<file path="src/rtl/sw_debounce_pkg.sv">
// Shared types and default constants for the slide-switch debouncer.
package sw_debounce_pkg;

    typedef enum logic {
        STABLE   = 1'b0,
        CHANGING = 1'b1
    } bit_state_e;

    localparam int DEFAULT_DEBOUNCE_CYCLES = 1000000;
    localparam int DEFAULT_SYNC_STAGES     = 2;

endpackage

</file>
<file path="src/rtl/sw_debounce_bit.sv">
// One switch bit: multi-flop synchronizer, STABLE/CHANGING debounce FSM and
// stability counter. commit_o flags the edge on which out_o takes a new level.
module sw_debounce_bit
    import sw_debounce_pkg::*;
#(
    parameter int   SYNC_STAGES     = DEFAULT_SYNC_STAGES,
    parameter int   DEBOUNCE_CYCLES = DEFAULT_DEBOUNCE_CYCLES,
    parameter logic RST_BIT         = 1'b0
) (
    input  logic clk,
    input  logic R_n,
    input  logic sw_i,
    output logic out_o,
    output logic commit_o
);

    localparam int CW = $clog2(DEBOUNCE_CYCLES);
    localparam logic [CW-1:0] CNT_LAST = CW'(DEBOUNCE_CYCLES - 1);

    logic [SYNC_STAGES-1:0] sync_q;
    logic                   sync;
    bit_state_e             state_q;
    logic [CW-1:0]          cnt_q;
    logic                   out_q;
    logic                   commit_d;

    // Stage 0 is the metastability catcher; only the last stage feeds the FSM.
    always_ff @(posedge clk or negedge R_n) begin
        if (!R_n) begin
            sync_q <= {SYNC_STAGES{RST_BIT}};
        end else begin
            sync_q <= {sync_q[SYNC_STAGES-2:0], sw_i};
        end
    end

    assign sync     = sync_q[SYNC_STAGES-1];
    assign commit_d = (state_q == CHANGING) && (sync != out_q) && (cnt_q == CNT_LAST);

    always_ff @(posedge clk or negedge R_n) begin
        if (!R_n) begin
            state_q <= STABLE;
            cnt_q   <= '0;
            out_q   <= RST_BIT;
        end else begin
            case (state_q)
                STABLE: begin
                    if (sync != out_q) begin
                        state_q <= CHANGING;
                        cnt_q   <= CW'(1);
                    end
                end
                CHANGING: begin
                    if (sync == out_q) begin
                        // Bounced back: abandon the candidate level.
                        state_q <= STABLE;
                        cnt_q   <= '0;
                    end else if (commit_d) begin
                        out_q   <= sync;
                        state_q <= STABLE;
                        cnt_q   <= '0;
                    end else begin
                        cnt_q <= cnt_q + CW'(1);
                    end
                end
                default: begin
                    state_q <= STABLE;
                    cnt_q   <= '0;
                end
            endcase
        end
    end

    assign out_o    = out_q;
    assign commit_o = commit_d;

endmodule

</file>
<file path="src/rtl/sw_debounce.sv">
// Debounced slide-switch vector with a registered change strobe.
// Define SW_DEBOUNCE_EDGE_EN to add per-bit sw_rise/sw_fall commit pulses.
module sw_debounce
    import sw_debounce_pkg::*;
#(
    parameter int               WIDTH           = 2,
    parameter int               SYNC_STAGES     = DEFAULT_SYNC_STAGES,
    parameter int               DEBOUNCE_CYCLES = DEFAULT_DEBOUNCE_CYCLES,
    parameter logic [WIDTH-1:0] RESET_VAL       = '0
) (
    input  logic             clk,
    input  logic             R_n,
    input  logic [WIDTH-1:0] sw_in,
`ifdef SW_DEBOUNCE_EDGE_EN
    output logic [WIDTH-1:0] sw_rise,
    output logic [WIDTH-1:0] sw_fall,
`endif
    output logic [WIDTH-1:0] sw_out,
    output logic             sw_changed
);

    logic [WIDTH-1:0] out_w;
    logic [WIDTH-1:0] commit_w;
    logic             sw_changed_q;

    generate
        for (genvar gi = 0; gi < WIDTH; gi++) begin : g_bit
            sw_debounce_bit #(
                .SYNC_STAGES     (SYNC_STAGES),
                .DEBOUNCE_CYCLES (DEBOUNCE_CYCLES),
                .RST_BIT         (RESET_VAL[gi])
            ) u_bit (
                .clk      (clk),
                .R_n      (R_n),
                .sw_i     (sw_in[gi]),
                .out_o    (out_w[gi]),
                .commit_o (commit_w[gi])
            );
        end
    endgenerate

    // Commit flags are next-edge indicators, so this pulse lines up with sw_out.
    always_ff @(posedge clk or negedge R_n) begin
        if (!R_n) begin
            sw_changed_q <= 1'b0;
        end else begin
            sw_changed_q <= |commit_w;
        end
    end

    assign sw_out     = out_w;
    assign sw_changed = sw_changed_q;

`ifdef SW_DEBOUNCE_EDGE_EN
    logic [WIDTH-1:0] rise_q;
    logic [WIDTH-1:0] fall_q;

    // A committing bit always flips, so its current level gives the direction.
    always_ff @(posedge clk or negedge R_n) begin
        if (!R_n) begin
            rise_q <= '0;
            fall_q <= '0;
        end else begin
            rise_q <= commit_w & ~out_w;
            fall_q <= commit_w & out_w;
        end
    end

    assign sw_rise = rise_q;
    assign sw_fall = fall_q;
`endif

endmodule

</file>
<file path="config.mk">
export PLATFORM = sky130hd
export DESIGN_NAME = sw_debounce
export DESIGN_NICKNAME = d
export VERILOG_FILES = /design/src/rtl/sw_debounce_pkg.sv /design/src/rtl/sw_debounce_bit.sv /design/src/rtl/sw_debounce.sv
export SDC_FILE = /design/constraint.sdc
export NUM_CORES = 1
export LEC_CHECK = 0
export CORE_UTILIZATION = 45
export DETAILED_ROUTE_END_ITERATION = 12
export SLEW_MARGIN = 10
export SYNTH_ARGS = -nofsm -noshare
export SYNTH_HDL_FRONTEND = slang
export SYNTH_SLANG_ARGS = --single-unit
</file>
<file path="constraint.sdc">
create_clock -name clk -period 2.5 [get_ports clk]
set_clock_uncertainty 0.15 [all_clocks]
set_input_delay 0.25 -clock clk [delete_from_list [all_inputs] [get_ports clk]]
set_output_delay 0.25 -clock clk [all_outputs]
set_load 0.02 [all_outputs]
</file>
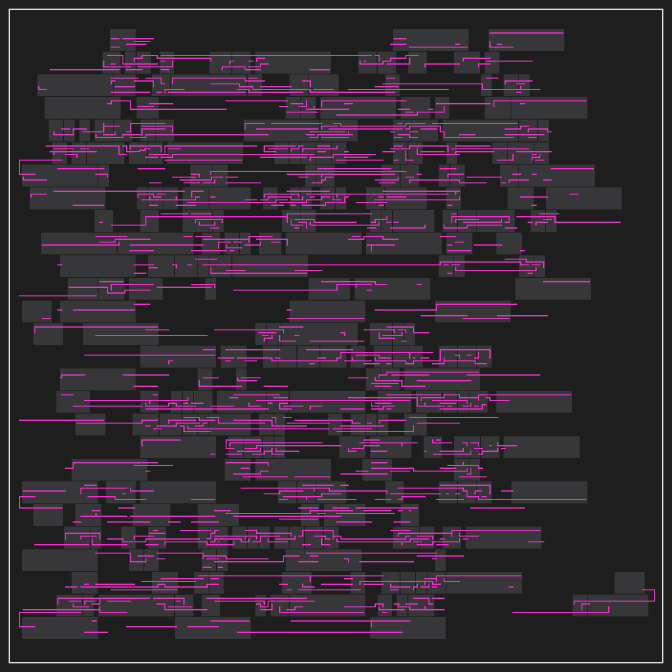
(run_1/met1.png)
Cells faint in the background.
longest straight run: 28.5 µm
wire length on this layer: 2,780 µm
share of all routed wire: 54%
main direction: horizontal
nets with wire on the layer: 268

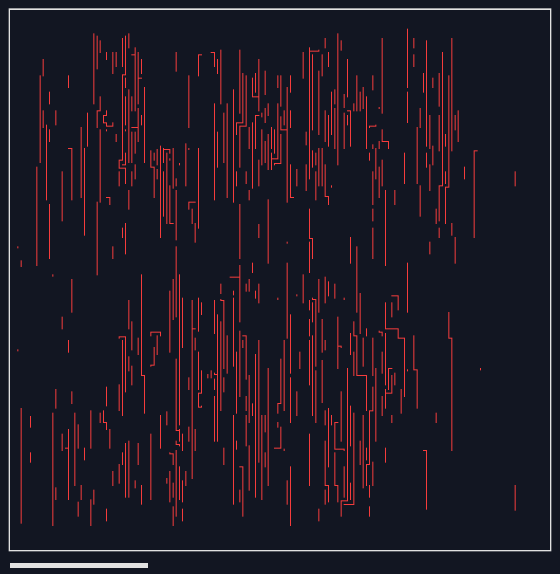
(run_1/met2.png)
The bar under the picture is 20 µm long.
nets with wire on the layer: 211
share of all routed wire: 41%
main direction: vertical
wire length on this layer: 2,100 µm
longest straight run: 25.8 µm

==> impl_metrics.py, run 1 <==
# Physical implementation metrics
metrics = {
    "status": {
        "status": "complete, no violations",
    },
    "cells_and_area": {
        "comb_area_frac": 0.454,
        "sh_seq_area": 0.437,
        "biggestCellCategory": "combinational gates",
        "ff_latch_area_mm2": 0.00123,
        "nets": 285,
        "final_area_mm2": 0.00281,
        "buf_share": 0.0356,
        "syn_to_final_growth_pct": 6.90,
        "layout.area.comb_mm2": 0.00128,
        "final_cells": 352,
        "layout_top_cells": "49 x dfrtp_1, 33 x nand2_1, 22 x nand3_1",
        "ff_count": 49,
        "largest_reg_flops": 40,
        "clockNetworkAreaShare": 0.0361,
        "final_util": 0.504,
    },
    "detailed_routing": {
        "vias_per_cell": 5.81,
        "route.met2.wl_mm": 2.10,
        "vias": 2046,
        "wl_per_cell_um": 14.6,
        "ant_nets": 0,
        "wl_met3_um": 202,
        "drcViolationCount": 0,
        "maxUsedRoutingLayer": "met4",
        "firstDrtPassIters": 4,
        "wl_met1_mm": 2.78,
    },
    "floorplanning": {
        "fp_util": 0.471,
        "die.size.y_um": 78.4,
        "tap_cells": 72,
        "io_pins": 7,
        "core_mm2": 0.00557,
    },
    "placed_design": {
        "dp_slack_ps": 307,
        "dpl_cell_area_mm2": 0.00270,
        "io_buffers": 6,
        "dp_hpwl_mm": 3.33,
    },
    "setup_path": {
        "crit-reg2reg-capture": "g_bit[1].u_bit.cnt_q[3]",
        "cp_max_fo": 22,
        "crit_chain": "ha_1, and3_1, nand4b_1, o211a_1, or2b_1, a31oi_1",
        "critPathArrivalTime_ps": 2300,
        "max_stage_delay_ps": 560,
        "path_class": "flip-flop to flip-flop",
        "cp_num_cells": 6,
        "r2r_slack_ps": 280,
        "startpoint_type": "flip-flop",
        "reg2reg_depth": 6,
        "worst-path-buf-inv": 0,
        "cp_top_family": "AND-OR/OR-AND gates",
        "setup.worst_path.end_class": "flip-flop",
    },
    "final_timing": {
        "final-setup-viol-count": 0,
        "relSlewSlack": 0.562,
        "worst_slack_ps": 285,
        "fin_hold_ws_ps": 207,
        "hold_viol": 0,
        "finalSetupTns_ps": 0,
        "finalCriticalPeriod_ps": 2220,
        "finalCritPeriodShare": 0.886,
    },
    "synthesis": {
        "ys_seq_share": 0.467,
        "ys_warn_count": 0,
        "logic_family": "simple AND/OR/NAND/NOR gates",
        "yosysTopAreaCell": "dfrtp_1",
        "synth_area_mm2": 0.00263,
        "mux_area_frac": 0.0162,
        "ys_sh_xor": 0.0300,
        "fp_nets": 280,
        "async_flop_share": 1.00,
        "ys_ff": 49,
        "avgSynthCellArea_um2": 9.59,
        "topCellsByArea": "dfrtp_1 47%, a31oi_1 4.8%, nand2_1 4.7%",
        "edf_count": 0,
        "flop_cell": "dfrtp_1",
        "yosys_cells": 274,
        "yosysChipArea_mm2": 0.00263,
    },
    "pwr": {
        "power.share.sequential": 0.572,
        "powerClk_uw": 526,
        "p_comb_uw": 117,
        "ir_drop_mv": 0.251,
        "p_seq_uw": 858,
        "powerDensity_mw_per_mm2": 534,
        "clkPwrFrac": 0.351,
    },
    "clock_network": {
        "root_buffer": "clkbuf_8",
        "cts_hold_buf": 1,
        "clockBufferDepth": 2,
        "clk_pin_slew_ps": 90,
        "post_cts_buffers": 0,
        "cts_max_level": 2,
        "clock_sinks": 49,
        "cts-buffers-inserted": 5,
    },
    "hold_path": {
        "hp-start": "g_bit[0].u_bit.sync_q[0]",
        "min_path_type": "flip-flop to flip-flop",
        "hold-path-endpoint": "g_bit[0].u_bit.sync_q[1]",
    },
    "grt": {
        "grtUsageMet2": 0.260,
        "grtUsageMet1": 0.279,
        "grt_pass1_wl_mm": 8.80,
        "gr-max-usage-layer": "met1",
        "first_global_vias": 1788,
        "globalRouteOverflowTotal": 0,
        "grt_usage": 0.184,
        "antenna_found_initial": 0,
    },
    "job": {
        "drv_cap": 0,
    },
}
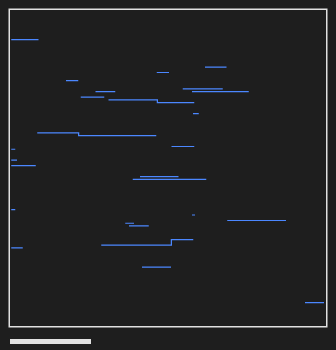
(run_1/met3.png)
The bar under the picture is 20 µm long.
nets with wire on the layer: 21
longest straight run: 19.1 µm
main direction: horizontal

==> run_1/wire_density.png <==
The bar under the picture is 20 µm long. The die is cut into 16 by 16 equal tiles; dark purple is low, yellow is high, scaled to the fullest tile. Values are wire area over tile area, all layers added.
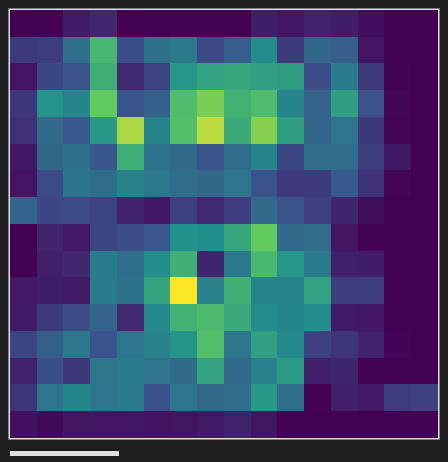

==> inputs of run 2 (changes only) <==
--- a/config.mk
+++ b/config.mk
@@ -13 +13,2 @@
 export SYNTH_SLANG_ARGS = --single-unit
+export TNS_END_PERCENT = 50
==> constraint.sdc (replaced) <==
create_clock -name clk -period 2.5 [get_ports clk]
set_clock_uncertainty 0.15 [all_clocks]
set_input_delay 0.5 -clock clk [delete_from_list [all_inputs] [get_ports clk]]
set_output_delay 0.5 -clock clk [all_outputs]
set_load 0.02 [all_outputs]
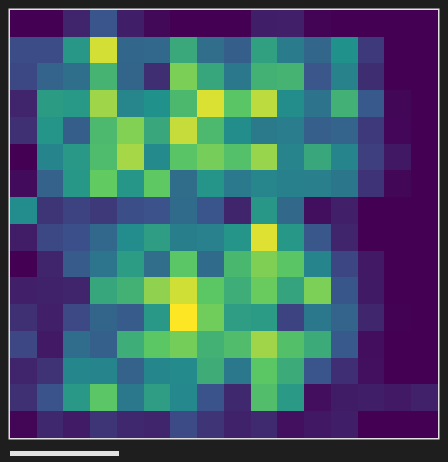
(run_2/wire_density.png)
The bar under the picture is 20 µm long. The die is cut into 16 by 16 equal tiles; dark purple is low, yellow is high, scaled to the fullest tile. Values are wire area over tile area, all layers added.
nearly empty tiles: 17%
emptiest ninth of the die: lower right
fullest tile: 0.38
tiles over half the peak: 30%
mean over tiles: 0.13

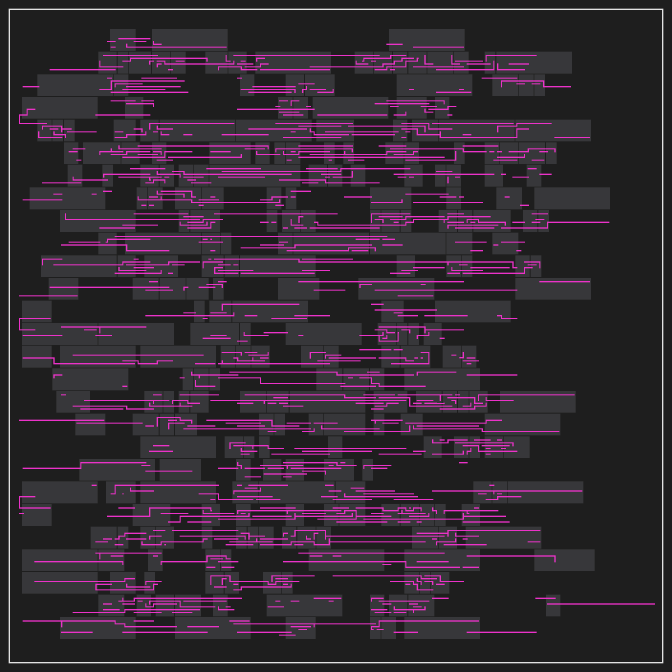
(run_2/met1.png)
Cells faint in the background.
share of all routed wire: 54%
longest straight run: 32.7 µm
main direction: horizontal
nets with wire on the layer: 271

==> run 2 against run 1 <==
Clock power increased by 5.5%; wire length increased by 1.8%; clock-buffer cell count decreased by 2; via count about the same; fmax decreased by 0.58%; hold slack got worse by 170 ps; sequential power about the same; die area unchanged; synthesized area unchanged; design area decreased by 0.27%; non-clock buffer count decreased by 1; first-iteration DRC count increased by 0.75%; critical path type unchanged.
==> impl_metrics.py, run 2 <==
# Physical implementation metrics
metrics = {
    "pwr": {
        "pwr-share-comb": 0.076,
        "p_seq_uw": 859,
        "power.share.sequential": 0.561,
        "power.total_uw": 1530,
        "clkPwrFrac": 0.363,
        "powerClk_uw": 555,
        "powerDensity_mw_per_mm2": 546,
        "p_leak_uw": 0.00117,
        "sw_frac_of_total": 0.244,
        "p_comb_uw": 116,
        "ir_drop_mv": 0.359,
    },
    "cells_and_area": {
        "largest_reg_flops": 40,
        "layout.area.comb_mm2": 0.00128,
        "top_register": "g_bit.u_bit.cnt_q",
        "sh_seq_area": 0.438,
        "nets": 284,
        "n_all_buffers": 9,
        "buf_share": 0.0322,
        "final_cells": 350,
        "ff_latch_area_mm2": 0.00123,
        "layout_top_cells": "49 x dfrtp_1, 33 x nand2_1, 22 x nand3_1",
        "biggestCellCategory": "combinational gates",
        "ff_count": 49,
        "syn_to_final_growth_pct": 6.62,
        "final_area_mm2": 0.00280,
        "comb_area_frac": 0.456,
        "clockNetworkAreaShare": 0.0371,
        "final_util": 0.503,
        "top_regs": "g_bit.u_bit.cnt_q (40), g_bit.u_bit.sync_q (4)",
    },
    "placed_design": {
        "dp_hpwl_mm": 3.50,
        "dpl_cell_area_mm2": 0.00270,
        "io_buffers": 6,
        "dp_slack_ps": 298,
        "dp.cells": 343,
    },
    "synthesis": {
        "ys_warn_count": 0,
        "ys_seq_share": 0.467,
        "edf_count": 0,
        "ys_ff": 49,
        "logic_family": "simple AND/OR/NAND/NOR gates",
        "synth_area_mm2": 0.00263,
        "fp_nets": 280,
        "yosysTopAreaCell": "dfrtp_1",
        "yosys_cells": 274,
        "yosysChipArea_mm2": 0.00263,
        "async_flop_share": 1.00,
        "ys_sh_xor": 0.0300,
        "topCellsByArea": "dfrtp_1 47%, a31oi_1 4.8%, nand2_1 4.7%",
        "synth-adder-area-share": 0.00952,
        "flop_cell": "dfrtp_1",
        "avgSynthCellArea_um2": 9.59,
        "mux_area_frac": 0.0162,
    },
    "grt": {
        "first_global_vias": 1831,
        "antenna_found_initial": 0,
        "grtUsageMet2": 0.275,
        "grtUsageMet1": 0.281,
        "globalRouteOverflowTotal": 0,
        "gr-max-usage-layer": "met1",
        "grt_usage": 0.187,
        "gr-usage-met3": 0.0349,
        "grt_pass1_wl_mm": 8.98,
    },
    "setup_path": {
        "crit_chain": "ha_1, and3_1, nand4b_1, o211a_1, or2b_1, a31oi_1",
        "crit-reg2reg-capture": "g_bit[1].u_bit.cnt_q[9]",
        "worst-path-buf-inv": 0,
        "path_class": "flip-flop to flip-flop",
        "reg2reg_depth": 6,
        "cp_top_family": "AND-OR/OR-AND gates",
        "r2r_slack_ps": 270,
        "cp-endpoint": "g_bit[1].u_bit.cnt_q[9]",
        "setup.worst_path.end_class": "flip-flop",
        "max_stage_delay_ps": 550,
        "startpoint_type": "flip-flop",
        "critPathArrivalTime_ps": 2300,
        "cp_max_fo": 22,
        "cp_slowest_cell": "o211a_1",
        "cp_data_required_time_ps": 2570,
        "cp_num_cells": 6,
        "rr_startpoint": "g_bit[1].u_bit.cnt_q[0]",
    },
    "final_timing": {
        "final-setup-viol-count": 0,
        "worst_slack_ps": 272,
        "fin_hold_ws_ps": 35.6,
        "relSlewSlack": 0.556,
        "finalCriticalPeriod_ps": 2230,
        "hold_viol": 0,
        "finalSetupTns_ps": 0,
        "worstMarginPinSlew_ps": 664,
        "finalCritPeriodShare": 0.891,
        "drv_slew": 0,
    },
    "clock_network": {
        "clockBufferDepth": 2,
        "cts-buffers-inserted": 5,
        "cts_resized": 0,
        "cts_max_level": 2,
        "clk_pin_slew_ps": 90,
        "root_buffer": "clkbuf_8",
        "cts_hold_buf": 0,
        "post_cts_buffers": 0,
        "clock_sinks": 49,
    },
    "detailed_routing": {
        "firstDrtPassIters": 4,
        "maxUsedRoutingLayer": "met4",
        "vias": 2048,
        "wl_met3_um": 126,
        "wl_met1_mm": 2.83,
        "vias_per_cell": 5.85,
        "ant_nets": 0,
        "drcViolationCount": 0,
        "wl_per_cell_um": 14.9,
        "route.met2.wl_mm": 2.24,
    },
    "floorplanning": {
        "tap_cells": 72,
        "io_pins": 7,
        "fp_util": 0.471,
        "core_mm2": 0.00557,
        "die.size.y_um": 78.4,
    },
    "hold_path": {
        "min_path_type": "input port to asynchronous set/reset pin",
    },
    "status": {
        "status": "complete, no violations",
    },
    "job": {
        "drv_cap": 0,
    },
}
==> run_2/met3.png <==
The bar under the picture is 20 µm long.
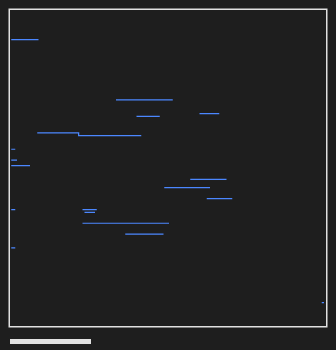

==> inputs of run 3 (changes only) <==
Settings changed: ABC_AREA from default to 1.
Clock period 2.5 ns to 2.1 ns, I/O delays scaled along.
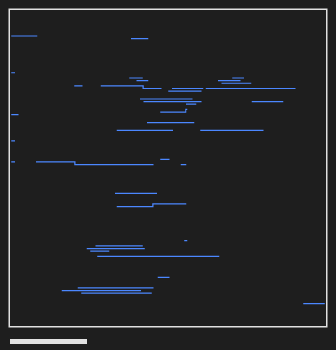
(run_3/met3.png)
The bar under the picture is 20 µm long.
nets with wire on the layer: 33
main direction: horizontal
longest straight run: 31.3 µm
wire length on this layer: 372 µm
share of all routed wire: 6.0%

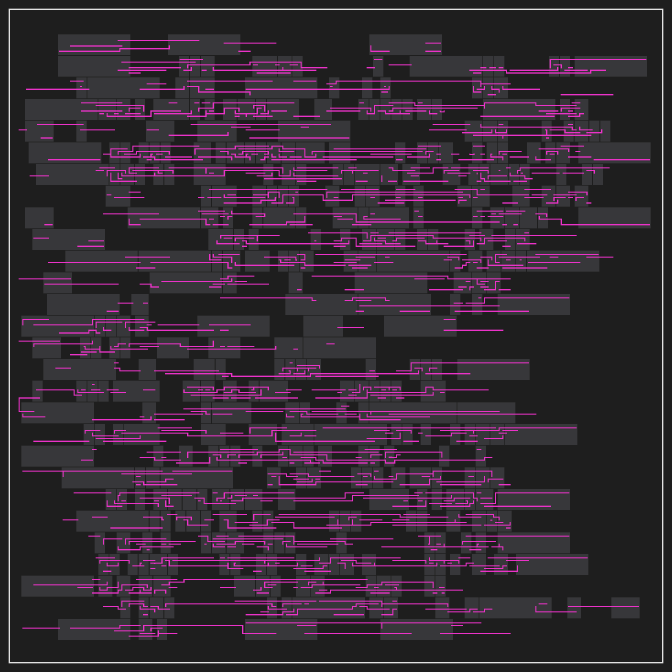
(run_3/met1.png)
Cells faint in the background.
nets with wire on the layer: 384
longest straight run: 29.4 µm
wire length on this layer: 3,350 µm

==> run 3 against run 2 <==
Die area is 9.0% higher; first-iteration DRC count is 40% higher; final cell count is 37% higher; via count is 23% higher; combinational power is 8% lower; critical endpoint is now sw_out[0]; design area is 12% higher; highest routed layer unchanged; core utilization is 1.8 points higher; global-route usage is 2.6 points higher; clock-buffer cell count is 1 higher; sequential cell count stayed put.
==> impl_metrics.py, run 3 <==
# Physical implementation metrics
metrics = {
    "grt": {
        "grtUsageMet2": 0.281,
        "antenna_found_initial": 0,
        "gr-usage-met3": 0.0411,
        "globalRouteOverflowTotal": 0,
        "gr-max-usage-layer": "met1",
        "grt_usage": 0.213,
        "grtUsageMet1": 0.342,
        "first_global_vias": 2209,
        "grt_pass1_wl_mm": 10.8,
    },
    "synthesis": {
        "mux_area_frac": 0,
        "flop_cell": "dfrtp_1",
        "ys_seq_share": 0.427,
        "avgSynthCellArea_um2": 7.28,
        "top_area_frac": 0.427,
        "topCellsByArea": "dfrtp_1 43%, nand2_1 13%, inv_1 6.8%",
        "ys_sh_simple": 0.365,
        "logic_family": "simple AND/OR/NAND/NOR gates",
        "async_flop_share": 1.00,
        "synth_area_mm2": 0.00287,
        "yosysTopAreaCell": "dfrtp_1",
        "ys_ff": 49,
        "yosys_cells": 394,
        "ys_warn_count": 0,
        "ys_types": 29,
        "edf_count": 0,
        "fp_nets": 400,
        "yosysChipArea_mm2": 0.00287,
        "ys_sh_xor": 0.0331,
        "synth-adder-area-share": 0.00872,
    },
    "cells_and_area": {
        "ff_latch_area_mm2": 0.00123,
        "nets": 411,
        "layout_top_cells": "100 x nand2_1, 52 x inv_1, 49 x dfrtp_1",
        "buf_share": 0.0343,
        "top_regs": "g_bit.u_bit.cnt_q (40), g_bit.u_bit.sync_q (4)",
        "final_area_mm2": 0.00314,
        "final_util": 0.521,
        "n_all_buffers": 11,
        "biggestCellCategory": "combinational gates",
        "largest_reg_flops": 40,
        "comb_area_frac": 0.446,
        "syn_to_final_growth_pct": 9.37,
        "logic_gates": 285,
        "top_register": "g_bit.u_bit.cnt_q",
        "clockNetworkAreaShare": 0.0355,
        "sh_seq_area": 0.391,
        "ff_count": 49,
        "final_cells": 481,
        "layout.area.comb_mm2": 0.00140,
    },
    "detailed_routing": {
        "vias_per_cell": 5.23,
        "ant_nets": 0,
        "wl_met1_mm": 3.35,
        "maxUsedRoutingLayer": "met4",
        "drcViolationCount": 0,
        "routed_wl_mm": 6.20,
        "firstDrtPassIters": 5,
        "wl_met3_um": 372,
        "route.met2.wl_mm": 2.40,
        "wl_per_cell_um": 12.9,
        "vias": 2515,
    },
    "clock_network": {
        "root_buffer": "clkbuf_8",
        "clk_pin_slew_ps": 90,
        "cts_hold_buf": 1,
        "post_cts_buffers": 0,
        "clock_sinks": 49,
        "clockBufferDepth": 2,
        "cts_resized": 0,
        "cts_max_level": 2,
        "cts-buffers-inserted": 5,
    },
    "placed_design": {
        "io_buffers": 6,
        "dp_hpwl_mm": 4.56,
        "dp_slack_ps": 251,
        "dp.cells": 472,
        "dpl_cell_area_mm2": 0.00302,
    },
    "pwr": {
        "ir_drop_mv": 0.301,
        "pwr-share-comb": 0.060,
        "p_comb_uw": 107,
        "p_seq_uw": 980,
        "power.total_uw": 1780,
        "powerDensity_mw_per_mm2": 567,
        "powerClk_uw": 694,
        "clkPwrFrac": 0.390,
        "p_leak_uw": 0.00135,
        "power.share.sequential": 0.550,
        "sw_frac_of_total": 0.239,
    },
    "setup_path": {
        "crit-reg2reg-capture": "g_bit[0].u_bit.cnt_q[17]",
        "path_class": "flip-flop to output port",
        "cp_max_fo": 3,
        "reg2reg_depth": 8,
        "crit_chain": "clkdlybuf4s50_1",
        "cp_num_cells": 1,
        "rr_startpoint": "g_bit[0].u_bit.cnt_q[0]",
        "cp_data_required_time_ps": 1530,
        "setup.worst_path.end_class": "output port",
        "cp-endpoint": "sw_out[0]",
        "max_stage_delay_ps": 630,
        "cp_top_family": "buffers and inverters",
        "worst-path-buf-inv": 1,
        "critPathArrivalTime_ps": 1360,
        "startpoint_type": "flip-flop",
        "cp_slowest_cell": "clkdlybuf4s50_1",
        "r2r_slack_ps": 240,
    },
    "final_timing": {
        "finalSetupTns_ps": 0,
        "final-setup-viol-count": 0,
        "hold_viol": 0,
        "fin_hold_ws_ps": 208,
        "worstMarginPinSlew_ps": 465,
        "relSlewSlack": 0.689,
        "finalCriticalPeriod_ps": 1930,
        "drv_slew": 0,
        "finalCritPeriodShare": 0.918,
        "worst_slack_ps": 172,
    },
    "hold_path": {
        "min_path_type": "flip-flop to flip-flop",
        "hp-start": "g_bit[0].u_bit.sync_q[0]",
        "hold-path-endpoint": "g_bit[0].u_bit.sync_q[1]",
    },
    "floorplanning": {
        "die.size.y_um": 81.9,
        "tap_cells": 75,
        "io_pins": 7,
        "fp_util": 0.476,
        "core_mm2": 0.00603,
    },
    "job": {
        "tool_warnings": 26,
        "drv_cap": 0,
    },
    "status": {
        "status": "complete, no violations",
    },
}
Power and IR drop assume default switching activity.
